<file path="src/rtl/clk_gate_pkg.sv">
// Shared definitions for the clock-gate enable controller.
// These are the state encoding and its width, also visible on state_o.
package clk_gate_pkg;

    localparam int STATE_W = 2;

    typedef enum logic [STATE_W-1:0] {
        OFF  = 2'b00,
        WAKE = 2'b01,
        ON   = 2'b10,
        HOLD = 2'b11
    } gate_state_e;

endpackage

</file>
<file path="src/rtl/clk_gate_ctrl.sv">
// Registered enable for a latch-based clock gate cell, running in the always-on CLK domain.
// It handles wake-up with a settle delay, busy hold-on with an idle hang-over, and a saturating active-cycle count.
module clk_gate_ctrl #(
    parameter int WAKE_CYCLES = 2,
    parameter int IDLE_CYCLES = 4,
    parameter int CNT_W       = 4,
    parameter int STAT_W      = 16
) (
    input  logic              CLK,
    input  logic              RST,
    input  logic              req_i,
    input  logic              busy_i,
    input  logic              force_on_i,
    input  logic              stat_clr_i,
    output logic              CLK_EN,
    output logic              ready_o,
    output logic [1:0]        state_o,
    output logic [STAT_W-1:0] active_cycles_o
);
    import clk_gate_pkg::*;

    localparam logic [CNT_W-1:0] WAKE_LOAD = CNT_W'(WAKE_CYCLES - 1);
    // With no hang-over the load value is never used, so a zero load keeps the constant in range.
    localparam logic [CNT_W-1:0] IDLE_LOAD = (IDLE_CYCLES > 0) ? CNT_W'(IDLE_CYCLES - 1) : '0;
    localparam logic [STAT_W-1:0] STAT_MAX = '1;

    gate_state_e       state_q, state_nxt;
    logic [CNT_W-1:0]  cnt_q, cnt_nxt;
    logic              clk_en_q, clk_en_nxt;
    logic              ready_q, ready_nxt;
    logic [STAT_W-1:0] stat_q, stat_nxt;
    logic              want;

    assign want = req_i | force_on_i;

    // State register. The outputs are registered here too, so no input reaches a port combinationally.
    // NOTE: every flop takes non-blocking assignments, so all registers sample the same pre-edge values.
    always_ff @(posedge CLK or negedge RST) begin
        if (!RST) begin
            state_q  <= OFF;
            cnt_q    <= '0;
            clk_en_q <= 1'b0;
            ready_q  <= 1'b0;
            stat_q   <= '0;
        end else begin
            state_q  <= state_nxt;
            cnt_q    <= cnt_nxt;
            clk_en_q <= clk_en_nxt;
            ready_q  <= ready_nxt;
            stat_q   <= stat_nxt;
        end
    end

    // Next-state and down-counter logic.
    always_comb begin
        // NOTE: defaults first so that every path assigns every signal; a missed branch would otherwise infer a latch.
        state_nxt = state_q;
        cnt_nxt   = cnt_q;
        unique case (state_q)
            OFF: begin
                // busy_i alone never starts a wake.
                if (want) begin
                    state_nxt = WAKE;
                    cnt_nxt   = WAKE_LOAD;
                end
            end
            WAKE: begin
                // The wake always runs to the end; an idle request is handled once the clock is ON.
                if (cnt_q == '0) begin
                    state_nxt = ON;
                end else begin
                    cnt_nxt = cnt_q - 1'b1;
                end
            end
            ON: begin
                if (!want && !busy_i) begin
                    if (IDLE_CYCLES == 0) begin
                        state_nxt = OFF;
                    end else begin
                        state_nxt = HOLD;
                        cnt_nxt   = IDLE_LOAD;
                    end
                end
            end
            HOLD: begin
                // Renewed activity aborts the hang-over, even in the cycle it would expire.
                if (want || busy_i) begin
                    state_nxt = ON;
                end else if (cnt_q == '0) begin
                    state_nxt = OFF;
                end else begin
                    cnt_nxt = cnt_q - 1'b1;
                end
            end
            default: begin
                state_nxt = OFF;
                cnt_nxt   = '0;
            end
        endcase
    end

    // Output decode from the next state. CLK_EN and ready_o are registered together, so they fall in the same cycle.
    always_comb begin
        clk_en_nxt = (state_nxt != OFF);
        ready_nxt  = (state_nxt == ON) || (state_nxt == HOLD);
    end

    // Activity statistic: a clear beats a same-cycle increment, and the count sticks at all-ones.
    always_comb begin
        stat_nxt = stat_q;
        if (stat_clr_i) begin
            stat_nxt = '0;
        end else if (clk_en_q && (stat_q != STAT_MAX)) begin
            stat_nxt = stat_q + 1'b1;
        end
    end

    assign CLK_EN          = clk_en_q;
    assign ready_o         = ready_q;
    assign state_o         = state_q;
    assign active_cycles_o = stat_q;

endmodule
</file>
<file path="config.mk">
export PLATFORM = sky130hd
export DESIGN_NAME = clk_gate_ctrl
export DESIGN_NICKNAME = d
export VERILOG_FILES = /design/src/rtl/clk_gate_pkg.sv /design/src/rtl/clk_gate_ctrl.sv
export SDC_FILE = /design/constraint.sdc
export NUM_CORES = 1
export LEC_CHECK = 0
export CORE_MARGIN = 3
export CORE_UTILIZATION = 45
export CTS_CLUSTER_DIAMETER = 100
export CTS_CLUSTER_SIZE = 28
export DETAILED_ROUTE_END_ITERATION = 7
export PLACE_DENSITY = 0.71
export SLEW_MARGIN = 20
export SYNTH_ARGS = -nofsm -noshare
export SYNTH_HDL_FRONTEND = slang
export SYNTH_SLANG_ARGS = --single-unit
</file>
<file path="constraint.sdc">
create_clock -name CLK -period 2.6 [get_ports CLK]
set_input_delay 0.39 -clock CLK [delete_from_list [all_inputs] [get_ports CLK]]
set_output_delay 0.39 -clock CLK [all_outputs]
set_load 0.05 [all_outputs]
</file>
### M1 wires, run 1

Scale: 6 px per µm. Supply wires on this layer in gray.
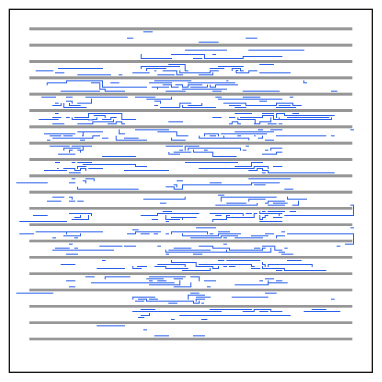
main direction: horizontal
longest straight run: 18.4 µm
Vias: 1126
final wirelength: 2637 µm

### The metal 2 layer, run 1

Scale: 4 px per µm.
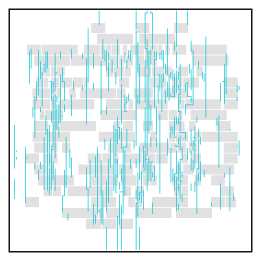
longest straight run: 28.6 µm
share of all routed wire: 51%
wire length on this layer: 1330 µm
nets with wire on the layer: 147
main direction: vertical

### Signal wires on met3, run 1

Scale: 6 px per µm.
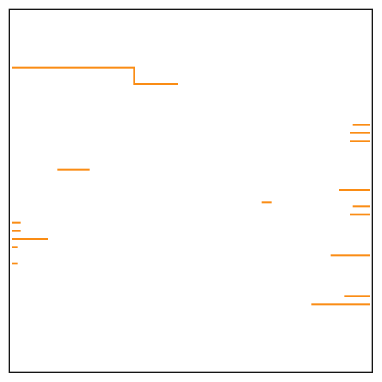
longest straight run: 20.2 µm
main direction: horizontal
share of all routed wire: 3.2%
nets with wire on the layer: 17
wire length on this layer: 85.0 µm
grt met3 use: 3.240%

### Ports around the boundary, run 1

Scale: 6 px per µm. Pins as bars across the die edge, other pins in gray.
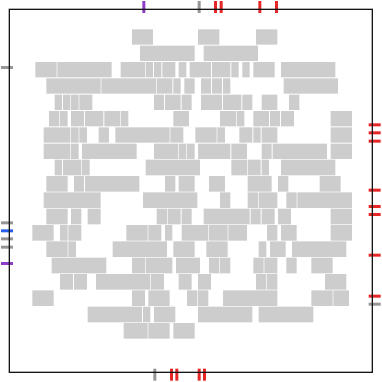
legend:
  req_i:
    color: blue
    pins: 1
    direction: input
    edge: left
  active_cycles_o:
    color: red
    pins: 16
    direction: output
    edge: 8 right, 4 bottom, 4 top
  state_o:
    color: purple
    pins: 2
    direction: output
    edge: 1 top, 1 left
all pins by edge: 9 right, 6 left, 6 top, 5 bottom

==> impl_metrics.yaml, run 1 <==
# yosys + openroad results
run_status:
  status: "completed"
floorplan:
  die-area_um2: 3632
  ioPinCount: 26
  taps: 31
critical_path:
  r2r_slack_ps: 710
  critical_path_depth: 1
routing:
  drtPass1Iterations: 4
  drt-initial-drc-count: 38
cells_and_area:
  nNonClkInverters: 6
  nNonClkBuffers: 28
clocking:
  cts_buffer_depth: 2
  holdBufCountCts: 0
pwr:
  seq-power_uw: 387
  seqPwrFrac_pct: 61.5
timing:
  rsz0062_at_grt: "no"
  hold_violations: 0
  setup_slack_ps: 433.1
yosys:
  ys_sh_simple_pct: 32.29
global_routing:
  met1_usage_pct: 21.12
  use_met2_pct: 29.63
==> run 1 -> run 2 <==
Clock period 2.6 ns to 2.1 ns, I/O delays scaled along.
==> impl_metrics.yaml, run 2 <==
# yosys + openroad results
run_status:
  status: "completed"
cells_and_area:
  register_area_um2: 575.6
  drive_above_1_share_pct: 9.036
  nNonClkInverters: 6
  nNonClkBuffers: 29
  fill_cells: 266
  most-common-layout-cells: "23 x dfrtp_1, 22 x clkdlybuf4s50_1, 15 x nor2_1, 10 x a21oi_1, 8 x nand3_1"
  final_cell_area_um2: 1658
pwr:
  p_clk_share_pct: 26.9
  seqPwrFrac_pct: 60.9
  seq-power_uw: 480
routing:
  vias: 1162
  drt-initial-drc-count: 36
  drtPass1Iterations: 4
  routed_wl_um: 2828
floorplan:
  taps: 31
  ioPinCount: 26
  die-area_um2: 3632
clocking:
  cts_buffer_depth: 2
critical_path:
  crit_buf_inv: 1
  reg2reg_to: "active_cycles_o[7]"
  crit_family: "buffers and inverters"
  r2r_slack_ps: 220
  critical_path_depth: 1
  arrival_ps: 1700
global_routing:
  met1_usage_pct: 23.32
  use_met2_pct: 30.71
timing:
  rsz0062_at_grt: "no"
  hold_violations: 0
yosys:
  ys_cells: 139
  avgSynthCellArea_um2: 9.533
### M1 wires, run 2

Scale: 6 px per µm. Supply wires on this layer in gray.
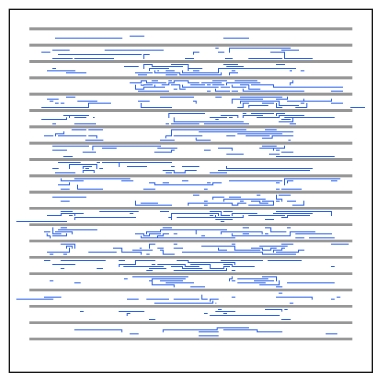
nets with wire on the layer: 153
wire length on this layer: 1320 µm
main direction: horizontal
longest straight run: 15.6 µm
share of all routed wire: 47%

### The metal 2 layer, run 2

Scale: 4 px per µm.
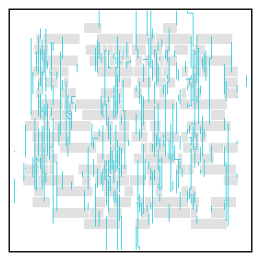
main direction: vertical
nets with wire on the layer: 150

Power and IR drop assume default switching activity.
